**Run 1: metal 1**

Bar = 20 microns. Supply wires on this layer in gray.
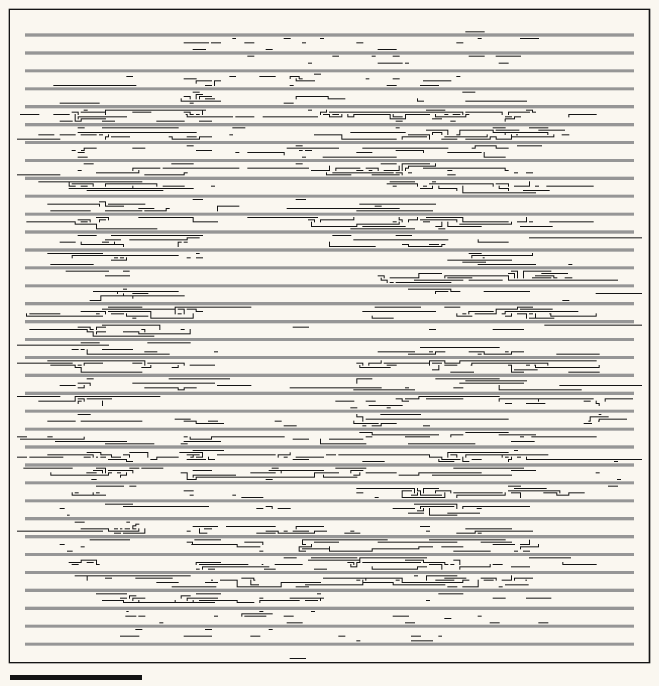
**Run 1: met2 routing**

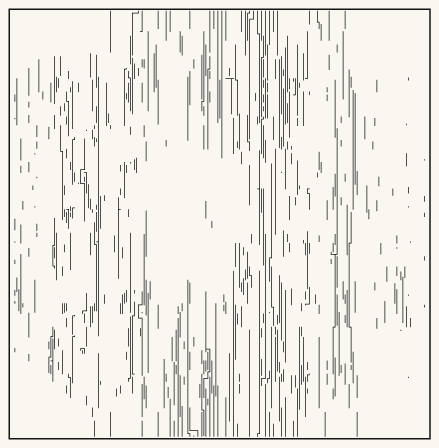
**Run 1: M3 wires**

Bar = 20 microns.
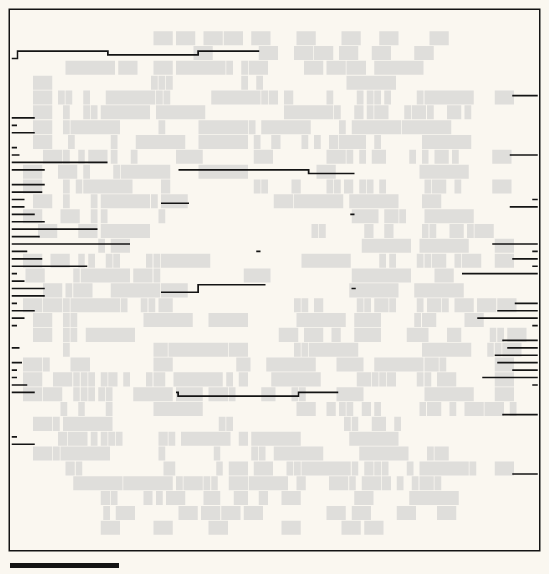
File: src/rtl/cpu_pkg.sv
// Shared CPU encodings: branch conditions, ALU op codes and SZCV flag bit positions.
// Used by the execute/writeback stages and any future early-branch logic.
package cpu_pkg;

    typedef enum logic [2:0] {
        COND_BE  = 3'd0,
        COND_BLT = 3'd1,
        COND_BLE = 3'd2,
        COND_BNE = 3'd3,
        COND_B   = 3'd4
    } cond_e;

    localparam logic [3:0] ALU_ADD = 4'b0000;
    localparam logic [3:0] ALU_SUB = 4'b0001;
    localparam logic [3:0] ALU_AND = 4'b0010;
    localparam logic [3:0] ALU_OR  = 4'b0011;
    localparam logic [3:0] ALU_XOR = 4'b0100;
    localparam logic [3:0] ALU_NOT = 4'b0101;
    localparam logic [3:0] ALU_SHL = 4'b0110;
    localparam logic [3:0] ALU_SHR = 4'b0111;
    localparam logic [3:0] ALU_CMP = 4'b1000;
    localparam logic [3:0] ALU_MOV = 4'b1001;
    localparam logic [3:0] ALU_OUT = 4'b1101;

    localparam int FLAG_S = 3;
    localparam int FLAG_Z = 2;
    localparam int FLAG_C = 1;
    localparam int FLAG_V = 0;

    function automatic logic [3:0] pack_flags(input logic s, input logic z,
                                              input logic c, input logic v);
        logic [3:0] f;
        f         = 4'b0000;
        f[FLAG_S] = s;
        f[FLAG_Z] = z;
        f[FLAG_C] = c;
        f[FLAG_V] = v;
        return f;
    endfunction

endpackage

File: src/rtl/alu_result_stage_if.sv
// ALU-to-writeback bus: upstream valid/ready with instruction side-band, downstream
// writeback entry with its own valid/ready.
interface alu_result_stage_if #(
    parameter int WIDTH = 16,
    parameter int RD_W  = 3
);
    logic             in_valid;
    logic             in_ready;
    logic [WIDTH-1:0] alu_result;
    logic             alu_s;
    logic             alu_z;
    logic             alu_c;
    logic             alu_v;
    logic [3:0]       alu_control;
    logic [RD_W-1:0]  rd;
    logic             reg_we;
    logic             set_flags;
    logic             is_branch;
    logic [2:0]       cond;
    logic [WIDTH-1:0] branch_target;
    logic             flush;

    logic             out_valid;
    logic             out_ready;
    logic [WIDTH-1:0] wb_data;
    logic [RD_W-1:0]  wb_rd;
    logic             wb_we;

    modport master (
        output in_valid, alu_result, alu_s, alu_z, alu_c, alu_v, alu_control,
               rd, reg_we, set_flags, is_branch, cond, branch_target, flush,
               out_ready,
        input  in_ready, out_valid, wb_data, wb_rd, wb_we
    );

    modport slave (
        input  in_valid, alu_result, alu_s, alu_z, alu_c, alu_v, alu_control,
               rd, reg_we, set_flags, is_branch, cond, branch_target, flush,
               out_ready,
        output in_ready, out_valid, wb_data, wb_rd, wb_we
    );

endinterface

File: src/rtl/branch_cond_eval.sv
// Combinational branch resolution of a 3-bit condition against an SZCV flag word.
// Kept standalone so an early-branch unit can share it.
module branch_cond_eval
    import cpu_pkg::*;
(
    input  logic [3:0] flags,
    input  logic [2:0] cond,
    output logic       taken
);

    logic s_xor_v;

    assign s_xor_v = flags[FLAG_S] ^ flags[FLAG_V];

    always_comb begin
        taken = 1'b0;
        case (cond)
            COND_BE:  taken = flags[FLAG_Z];
            COND_BLT: taken = s_xor_v;
            COND_BLE: taken = flags[FLAG_Z] | s_xor_v;
            COND_BNE: taken = ~flags[FLAG_Z];
            COND_B:   taken = 1'b1;
            default:  taken = 1'b0;
        endcase
    end

endmodule

File: src/rtl/alu_result_stage.sv
// Execute-to-writeback stage: single-entry result register with valid/ready,
// architectural SZCV flags, branch resolution and the OUT port register.
module alu_result_stage
    import cpu_pkg::*;
#(
    parameter int WIDTH = 16,
    parameter int RD_W  = 3
) (
    input  logic              clk,
    input  logic              reset,
    alu_result_stage_if.slave bus,
    output logic [3:0]        flags,
    output logic              branch_taken,
    output logic [WIDTH-1:0]  branch_pc,
    output logic [WIDTH-1:0]  port_data,
    output logic              port_strobe
);

    logic             valid_q;
    logic [WIDTH-1:0] data_q;
    logic [RD_W-1:0]  rd_q;
    logic             we_q;
    logic             accept;
    logic             pop;
    logic             cond_taken;
    logic             take_branch;
    logic             out_update;

    assign bus.in_ready  = ~bus.flush & (~valid_q | bus.out_ready);
    assign accept        = bus.in_valid & bus.in_ready;
    assign pop           = valid_q & bus.out_ready & ~accept;

    assign bus.out_valid = valid_q;
    assign bus.wb_data   = data_q;
    assign bus.wb_rd     = rd_q;
    assign bus.wb_we     = we_q & valid_q;

    // Resolved against the flag register as it stood before this cycle's update.
    branch_cond_eval u_branch_cond_eval (
        .flags (flags),
        .cond  (bus.cond),
        .taken (cond_taken)
    );

    assign take_branch = accept & bus.is_branch & cond_taken;
    assign out_update  = accept & (bus.alu_control == ALU_OUT);

    always_ff @(posedge clk or posedge reset) begin
        if (reset) begin
            valid_q <= 1'b0;
            data_q  <= '0;
            rd_q    <= '0;
            we_q    <= 1'b0;
        end else if (bus.flush) begin
            valid_q <= 1'b0;
        end else if (accept) begin
            valid_q <= 1'b1;
            data_q  <= bus.alu_result;
            rd_q    <= bus.rd;
            we_q    <= bus.reg_we;
        end else if (pop) begin
            valid_q <= 1'b0;
        end
    end

    always_ff @(posedge clk or posedge reset) begin
        if (reset) begin
            flags <= 4'b0000;
        end else if (accept && bus.set_flags) begin
            flags <= pack_flags(bus.alu_s, bus.alu_z, bus.alu_c, bus.alu_v);
        end
    end

    always_ff @(posedge clk or posedge reset) begin
        if (reset) begin
            branch_taken <= 1'b0;
            branch_pc    <= '0;
        end else begin
            branch_taken <= take_branch;
            if (take_branch) begin
                branch_pc <= bus.branch_target;
            end
        end
    end

    always_ff @(posedge clk or posedge reset) begin
        if (reset) begin
            port_strobe <= 1'b0;
            port_data   <= '0;
        end else begin
            port_strobe <= out_update;
            if (out_update) begin
                port_data <= bus.alu_result;
            end
        end
    end

endmodule

File: src/flat_wrapper.sv
// flat-port wrapper written by rule: the top's interface ports become plain ports
module alu_result_stage_flat import cpu_pkg::*;
#(
    parameter int WIDTH = 16,
    parameter int RD_W  = 3
)
  (clk, reset, flags, branch_taken, branch_pc, port_data, port_strobe, bus_in_valid, bus_alu_result, bus_alu_s, bus_alu_z, bus_alu_c, bus_alu_v, bus_alu_control, bus_rd, bus_reg_we, bus_set_flags, bus_is_branch, bus_cond, bus_branch_target, bus_flush, bus_out_ready, bus_in_ready, bus_out_valid, bus_wb_data, bus_wb_rd, bus_wb_we);
  alu_result_stage_if #(.WIDTH(WIDTH), .RD_W(RD_W)) bus_i ();
  input  logic clk;
  input  logic reset;
  output logic [3:0] flags;
  output logic branch_taken;
  output logic [WIDTH-1:0] branch_pc;
  output logic [WIDTH-1:0] port_data;
  output logic port_strobe;
  input wire logic [$bits(bus_i.in_valid)-1:0] bus_in_valid;
  input wire logic [$bits(bus_i.alu_result)-1:0] bus_alu_result;
  input wire logic [$bits(bus_i.alu_s)-1:0] bus_alu_s;
  input wire logic [$bits(bus_i.alu_z)-1:0] bus_alu_z;
  input wire logic [$bits(bus_i.alu_c)-1:0] bus_alu_c;
  input wire logic [$bits(bus_i.alu_v)-1:0] bus_alu_v;
  input wire logic [$bits(bus_i.alu_control)-1:0] bus_alu_control;
  input wire logic [$bits(bus_i.rd)-1:0] bus_rd;
  input wire logic [$bits(bus_i.reg_we)-1:0] bus_reg_we;
  input wire logic [$bits(bus_i.set_flags)-1:0] bus_set_flags;
  input wire logic [$bits(bus_i.is_branch)-1:0] bus_is_branch;
  input wire logic [$bits(bus_i.cond)-1:0] bus_cond;
  input wire logic [$bits(bus_i.branch_target)-1:0] bus_branch_target;
  input wire logic [$bits(bus_i.flush)-1:0] bus_flush;
  input wire logic [$bits(bus_i.out_ready)-1:0] bus_out_ready;
  output wire logic [$bits(bus_i.in_ready)-1:0] bus_in_ready;
  output wire logic [$bits(bus_i.out_valid)-1:0] bus_out_valid;
  output wire logic [$bits(bus_i.wb_data)-1:0] bus_wb_data;
  output wire logic [$bits(bus_i.wb_rd)-1:0] bus_wb_rd;
  output wire logic [$bits(bus_i.wb_we)-1:0] bus_wb_we;
  assign bus_i.in_valid = bus_in_valid;
  assign bus_i.alu_result = bus_alu_result;
  assign bus_i.alu_s = bus_alu_s;
  assign bus_i.alu_z = bus_alu_z;
  assign bus_i.alu_c = bus_alu_c;
  assign bus_i.alu_v = bus_alu_v;
  assign bus_i.alu_control = bus_alu_control;
  assign bus_i.rd = bus_rd;
  assign bus_i.reg_we = bus_reg_we;
  assign bus_i.set_flags = bus_set_flags;
  assign bus_i.is_branch = bus_is_branch;
  assign bus_i.cond = bus_cond;
  assign bus_i.branch_target = bus_branch_target;
  assign bus_i.flush = bus_flush;
  assign bus_i.out_ready = bus_out_ready;
  assign bus_in_ready = bus_i.in_ready;
  assign bus_out_valid = bus_i.out_valid;
  assign bus_wb_data = bus_i.wb_data;
  assign bus_wb_rd = bus_i.wb_rd;
  assign bus_wb_we = bus_i.wb_we;
  alu_result_stage #(.WIDTH(WIDTH), .RD_W(RD_W)) u_core (.clk(clk), .reset(reset), .bus(bus_i), .flags(flags), .branch_taken(branch_taken), .branch_pc(branch_pc), .port_data(port_data), .port_strobe(port_strobe));
endmodule
File: config.mk
export PLATFORM = sky130hd
export DESIGN_NAME = alu_result_stage_flat
export DESIGN_NICKNAME = d
export VERILOG_FILES = /design/src/rtl/cpu_pkg.sv /design/src/rtl/alu_result_stage_if.sv /design/src/rtl/branch_cond_eval.sv /design/src/rtl/alu_result_stage.sv /design/src/flat_wrapper.sv
export SDC_FILE = /design/constraint.sdc
export NUM_CORES = 1
export LEC_CHECK = 0
export ABC_AREA = 1
export CAP_MARGIN = 20
export CORE_AREA = 2 2 95 97
export CTS_CLUSTER_SIZE = 14
export DETAILED_ROUTE_END_ITERATION = 16
export DIE_AREA = 0 0 97 99
export PLACE_DENSITY_LB_ADDON = 0.12
export SYNTH_ARGS = -nofsm -noshare
export SYNTH_HDL_FRONTEND = slang
export SYNTH_HIERARCHICAL = 1
export SYNTH_SLANG_ARGS = --single-unit
File: constraint.sdc
create_clock -name clk -period 2.3 [get_ports clk]
set_input_delay 0.345 -clock clk [delete_from_list [all_inputs] [get_ports clk]]
set_output_delay 0.345 -clock clk [all_outputs]
set_load 0.05 [all_outputs]
==> CHANGELOG.md, run 1 <==
## Implementation

- Part of the power in combinational logic: 0.400
- Number of levels the H-tree was split into: 3
- Post-placement setup slack: about 0.36 ns
- AO/OA Area Share: 0.0619
- Worst hold slack across all endpoints: about 0.37 ns
- TritonCTS clock tree: done
- CP max-delay cell: sky130_fd_sc_hd__clkdlybuf4s50_1
- Vertical extent of the die: 99 microns
- Die area: roughly 9600 sq um
- Total cells reported by yosys after synthesis: 293
- Uppermost metal layer occupied by signal nets: met4
- Final setup TNS: 0 ns
- Timing endpoint of the critical path: bus_wb_we
- Clock tree sinks: 59
- Fraction of post-synthesis cell area in the top cell type by area: 0.589
- Top FF cell, synth: sky130_fd_sc_hd__dfrtp_1
- Worst min-delay path category: in -> async
- Number of rows created at floorplan: 34
- Delay of the slowest cell on the worst path: 0.80 ns
- Buffers outside the clock class: 121
- Util after Layout: 0.470
- Max IR drop VDD: around 0.50 mV
- Proportion of total power due to net switching: 0.390
- Number of max-cap violations: 0
- Final Hold Violation Tally: 0
- Tightest slew margin relative to the limit: 0.646
- FF+latch area: 1480 sq um
- Met3 Wirelength: 411 microns
- Area fraction in mux cells: 0
- Post-synthesis sequential area ratio: 0.589
- Count of yosys warnings during synthesis: 6
- Share of flip-flops with an asynchronous set or reset: 1.00
- Die Span X: between 90 and 100 microns
- Cell kind with the greatest summed area: flip-flops and latches
- Synth area leader: sky130_fd_sc_hd__dfrtp_1
- Fraction of synthesized cell area in xor and xnor cells: 0
- Dominant logic cell types in the final layout: sky130_fd_sc_hd__nand2_1, sky130_fd_sc_hd__clkdlybuf4s50_1, sky130_fd_sc_hd__dfrtp_1
- Most frequent logic cell in the layout: sky130_fd_sc_hd__nand2_1
- Layout cell share with drive strength beyond 1: 0.0694
- Status: finished, final reports clean
- Number of logged tool warnings: 26
- Design internal power: 2490 uW
- Number of buffers added on ports: 113
- Clk pwr: 1080 uW
- Metal-1 WL: 3140 microns
- Hold-fix buffers, CTS: 0
- Number of multi-input logic gates: 190
- Comb/total area: 0.210
- Switching Power: ~1600 uW
- Critical path class: reg -> out
- Buffer count from post-CTS setup fixing: 0
- Cell Type Count: 16
- Total power per unit cell area: 1020 nW/um^2
- N_taps: ~110
- Non-filler instance count after layout: 526
- Main kind of combinational logic by area: simple AND/OR/NAND/NOR gates
- Fin crit period: 2.00 ns
- Clock network fraction of design power: 0.264
- Share of the clock period used by the worst path after layout: 0.870
- Root Buffer: sky130_fd_sc_hd__clkbuf_8
-- 'metal 1' (at the start) --
The layer holds 47% of the routed length. The wires run mostly horizontal. 403 nets have wire on it.

-- 'met2 routing' (at the start) --
The wires run mostly vertical. The longest straight run is 59.8 microns. The layer holds 45% of the routed length.
vias: 2212
met2 track utilization from global routing: 0.210

-- 'M3 wires' (at the start) --
The wires run mostly horizontal. The layer carries 411 microns of wire.

==> run 2: changes to the inputs <==
CORE_AREA = 2 2 82 84   (was 2 2 95 97)
CTS_CLUSTER_DIAMETER = 200   (was not set)
DIE_AREA = 0 0 84 86   (was 0 0 97 99)
**Run 2: M3 wires**

Bar = 20 microns.
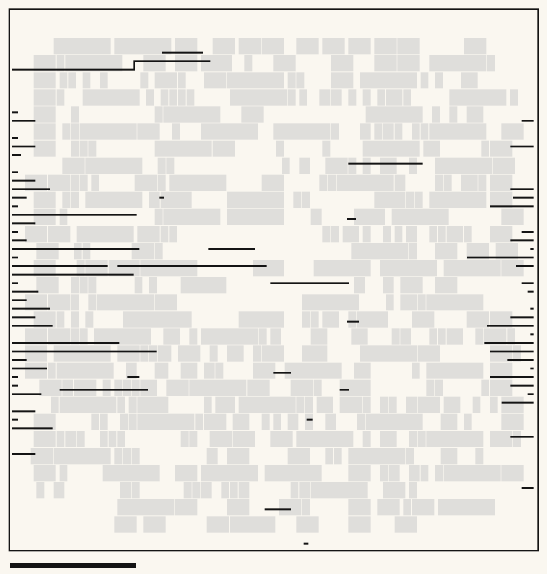
67 nets have wire on it. The wires run mostly horizontal.

==> CHANGELOG.md, run 2 <==
## Implementation

- Number of iterations in the first detailed-routing pass: 4 (unchanged)
- Number of max-cap violations: 0 (unchanged)
- Uppermost metal layer occupied by signal nets: met4 (unchanged)
- Cell kind with the greatest summed area: flip-flops and latches (unchanged)
- Max-slew violations: 0 (unchanged)
- Number of standard cells after synthesis: 293 (unchanged)
- Worst min-delay path category: in -> async (unchanged)
- Non-filler instance count after layout: 493 (was 526)
- Most frequent logic cell in the layout: sky130_fd_sc_hd__nand2_1 (unchanged)
- Area fraction in mux cells: 0 (unchanged)
- Share of flip-flops with an asynchronous set or reset: 1.00 (unchanged)
- Layout cell share with drive strength beyond 1: 0.0649 (was 0.0694)
- Util after Layout: 0.626 (was 0.470)
- Top FF cell, synth: sky130_fd_sc_hd__dfrtp_1 (unchanged)
- Vias: 2255 (was 2212)
- Main kind of combinational logic by area: simple AND/OR/NAND/NOR gates (unchanged)
- Dominant logic cell types in the final layout: sky130_fd_sc_hd__nand2_1, sky130_fd_sc_hd__clkdlybuf4s50_1, sky130_fd_sc_hd__dfrtp_1 (unchanged)
- Worst hold slack across all endpoints: 0.361 ns (was 0.372 ns)
- TritonCTS clock tree: done (unchanged)
- Number of global-route vias before repair: 2223 (was 2117)
- Tightest slew margin relative to the limit: 0.638 (was 0.646)
- Vertical extent of the die: 86 microns (was 99 microns)
- Cell Type Count: 16 (unchanged)
- Hold-fix buffers, CTS: 0 (unchanged)
- Fin crit period: 1.99 ns (was 2.00 ns)
- Buffer count from post-CTS setup fixing: 0 (unchanged)
- Fraction of post-synthesis cell area in the top cell type by area: 0.589 (unchanged)
- Die area: 7220 sq um (was 9600 sq um)
- Proportion of total power due to net switching: 0.405 (was 0.390)
- Clock network fraction of design power: 0.229 (was 0.264)
- Largest power group: combinational cells (unchanged)
- Post-placement setup slack: 0.306 ns (was 0.360 ns)
- Number of multi-input logic gates: 190 (unchanged)
- First-pass GRT wire length: 10200 microns (was 10600 microns)
- Number of buffers added on ports: 113 (unchanged)
- Die Span X: 84 microns (was 97 microns)
- Comb/total area: 0.215 (was 0.210)
- Clk pwr: 888 uW (was 1080 uW)
- Part of the power in combinational logic: 0.419 (was 0.400)
- Fraction of synthesized cell area in xor and xnor cells: 0 (unchanged)
- Share of the clock period used by the worst path after layout: 0.864 (was 0.870)
- Met2 track utilization from global routing: 0.275 (was 0.210)
- Delay of the slowest cell on the worst path: 0.80 ns (about the same)
- Final Hold Violation Tally: 0 (unchanged)
- Met2 layer wire length in the routed design: 2910 microns (was 3000 microns)
- Buffers outside the clock class: 120 (was 121)
- Metal-1 WL: 2790 microns (was 3140 microns)
- Number of nets with antenna violations after routing: 0 (unchanged)
- Number of rows created at floorplan: 29 (was 34)
- Layout Nets: 466 (was 467)
- AO/OA Area Share: 0.0619 (unchanged)
- Number of levels the H-tree was split into: 3 (unchanged)
- Critical path class: reg -> out (unchanged)
- Timing endpoint of the critical path: bus_wb_we (unchanged)
- Crit Reg-Reg Startpoint: u_core/flags[3]$_DFFE_PP0P_ (unchanged)
- CP Depth: 3 (unchanged)
- Largest cells by area after synthesis: sky130_fd_sc_hd__dfrtp_1, sky130_fd_sc_hd__nand2_1, sky130_fd_sc_hd__inv_1, sky130_fd_sc_hd__o21bai_1, sky130_fd_sc_hd__nand3_1 (unchanged)
- Count of yosys warnings during synthesis: 6 (unchanged)
- Status: finished, final reports clean (unchanged)
- Met3 Wirelength: 399 microns (was 411 microns)
- Max IR drop VDD: 0.610 mV (was 0.504 mV)
- Switching Power: 1580 uW (was 1590 uW)
- Final setup TNS: 0 ns (unchanged)
- Root Buffer: sky130_fd_sc_hd__clkbuf_8 (unchanged)
- Total cells reported by yosys after synthesis: 293 (unchanged)
- Post-synthesis sequential area ratio: 0.589 (unchanged)
- Synth area leader: sky130_fd_sc_hd__dfrtp_1 (unchanged)
- N_taps: 77 (was 108)
- Clock tree sinks: 59 (unchanged)
- FF+latch area: 1480 sq um (unchanged)
- Total power per unit cell area: 989 nW/um^2 (was 1020 nW/um^2)
==> run 3: changes to the inputs <==
CTS_CLUSTER_DIAMETER = not set   (was 200)
TNS_END_PERCENT = 1   (was not set)
**Run 3: clock nets**

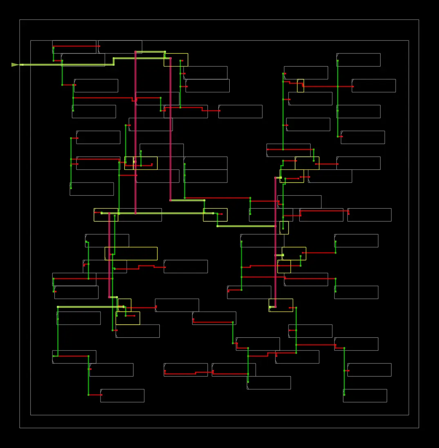
count of sequential standard cells: 59
clock tree sinks: 59
clock buffers created by TritonCTS: 9

==> CHANGELOG.md, run 3 <==
## Implementation

- Dominant logic cell types in the final layout: sky130_fd_sc_hd__nand2_1, sky130_fd_sc_hd__clkdlybuf4s50_1, sky130_fd_sc_hd__dfrtp_1 (unchanged)
- Buffer count from post-CTS setup fixing: 0 (unchanged)
- Number of buffers on the longest clock path: 2 (unchanged)
- Number of standard cells after synthesis: 293 (unchanged)
- Hold-fix buffers, CTS: 0 (unchanged)
- Cell kind with the greatest summed area: flip-flops and latches (unchanged)
- FF+latch area: 1480 sq um (unchanged)
- Number of levels the H-tree was split into: 3 (unchanged)
- First-pass GRT wire length: 10200 microns (unchanged)
- Total Routing Usage GR: 0.181 (unchanged)
- Non-filler instance count after layout: 493 (unchanged)
- Post-placement setup slack: 0.306 ns (unchanged)
- Cell Type Count: 16 (unchanged)
- Inverter count of the layout excluding clock inverters: 32 (unchanged)
- Share of flip-flops with an asynchronous set or reset: 1.00 (unchanged)
- Share of the clock period used by the worst path after layout: 0.864 (unchanged)
- Max IR drop VDD: 0.610 mV (unchanged)
- Critical path class: reg -> out (unchanged)
- Top FF cell, synth: sky130_fd_sc_hd__dfrtp_1 (unchanged)
- Worst hold slack across all endpoints: 0.361 ns (unchanged)
- Finish-stage setup viols: 0 (unchanged)
- TritonCTS clock tree: done (unchanged)
- Die Span X: 84 microns (unchanged)
- Top cells by instance count after synthesis: sky130_fd_sc_hd__nand2_1, sky130_fd_sc_hd__dfrtp_1, sky130_fd_sc_hd__inv_1 (unchanged)
- Delay of the slowest cell on the worst path: 0.80 ns (about the same)
- Fraction of post-synthesis cell area in the top cell type by area: 0.589 (unchanged)
- Total power per unit cell area: 989 nW/um^2 (unchanged)
- Proportion of total power due to net switching: 0.405 (unchanged)
- Init Core Util: 0.399 (unchanged)
- Most frequent logic cell in the layout: sky130_fd_sc_hd__nand2_1 (unchanged)
- Metal-1 WL: 2790 microns (unchanged)
- Timing endpoint of the critical path: bus_wb_we (unchanged)
- Final Hold Violation Tally: 0 (unchanged)
- Fin crit period: 1.99 ns (unchanged)
- Buffers outside the clock class: 120 (unchanged)
- Number of global-route vias before repair: 2223 (unchanged)
- Crit Reg-Reg Startpoint: u_core/flags[3]$_DFFE_PP0P_ (unchanged)
- Largest cells by area after synthesis: sky130_fd_sc_hd__dfrtp_1, sky130_fd_sc_hd__nand2_1, sky130_fd_sc_hd__inv_1, sky130_fd_sc_hd__o21bai_1, sky130_fd_sc_hd__nand3_1 (unchanged)
- Max-slew violations: 0 (unchanged)
- Uppermost metal layer occupied by signal nets: met4 (unchanged)
- Design internal power: 2310 uW (unchanged)
- Layout-stage area growth over the synthesis result: 56.6% (unchanged)
- Layout cell share with drive strength beyond 1: 0.0649 (unchanged)
- Clock network fraction of design power: 0.229 (about the same)
- Clk pwr: 888 uW (about the same)
- CP max-delay cell: sky130_fd_sc_hd__clkdlybuf4s50_1 (unchanged)
- CP Depth: 3 (unchanged)
- Met3 Wirelength: 399 microns (unchanged)
- Number of I/O pins: 114 (unchanged)
- Comb/total area: 0.215 (unchanged)
- Main kind of combinational logic by area: simple AND/OR/NAND/NOR gates (unchanged)
- Die area: 7220 sq um (unchanged)
- Number of logged tool warnings: 26 (unchanged)
- Number of nets with antenna violations after routing: 0 (unchanged)
- Worst min-delay path category: in -> async (unchanged)
- Switching Power: 1580 uW (unchanged)
- Layout Nets: 466 (unchanged)
- Origin of the worst setup path: u_core/bus.out_valid$_DFFE_PP0P_ (unchanged)
- Total cells reported by yosys after synthesis: 293 (unchanged)
- Fraction of synthesized cell area in xor and xnor cells: 0 (unchanged)
- Number of rows created at floorplan: 29 (unchanged)
- Number of iterations in the first detailed-routing pass: 4 (unchanged)
- Pin count of the biggest net entering global routing: 39 (unchanged)
- Count of yosys warnings during synthesis: 6 (unchanged)
- N_taps: 77 (unchanged)
- Placeable core region: 6280 sq um (unchanged)
- Synth area leader: sky130_fd_sc_hd__dfrtp_1 (unchanged)
- Vias: 2255 (unchanged)
- Part of the power in combinational logic: 0.419 (about the same)
- Tightest slew margin relative to the limit: 0.638 (unchanged)
- Root Buffer: sky130_fd_sc_hd__clkbuf_8 (unchanged)
- Status: finished, final reports clean (unchanged)
- Number of multi-input logic gates: 190 (unchanged)
- Util after Layout: 0.626 (unchanged)
- Final setup TNS: 0 ns (unchanged)
- Number of enable-type register cells in the synthesized netlist: 0 (unchanged)
- Met2 track utilization from global routing: 0.275 (unchanged)
No activity file was given, so power comes from the tool's default toggle rates.
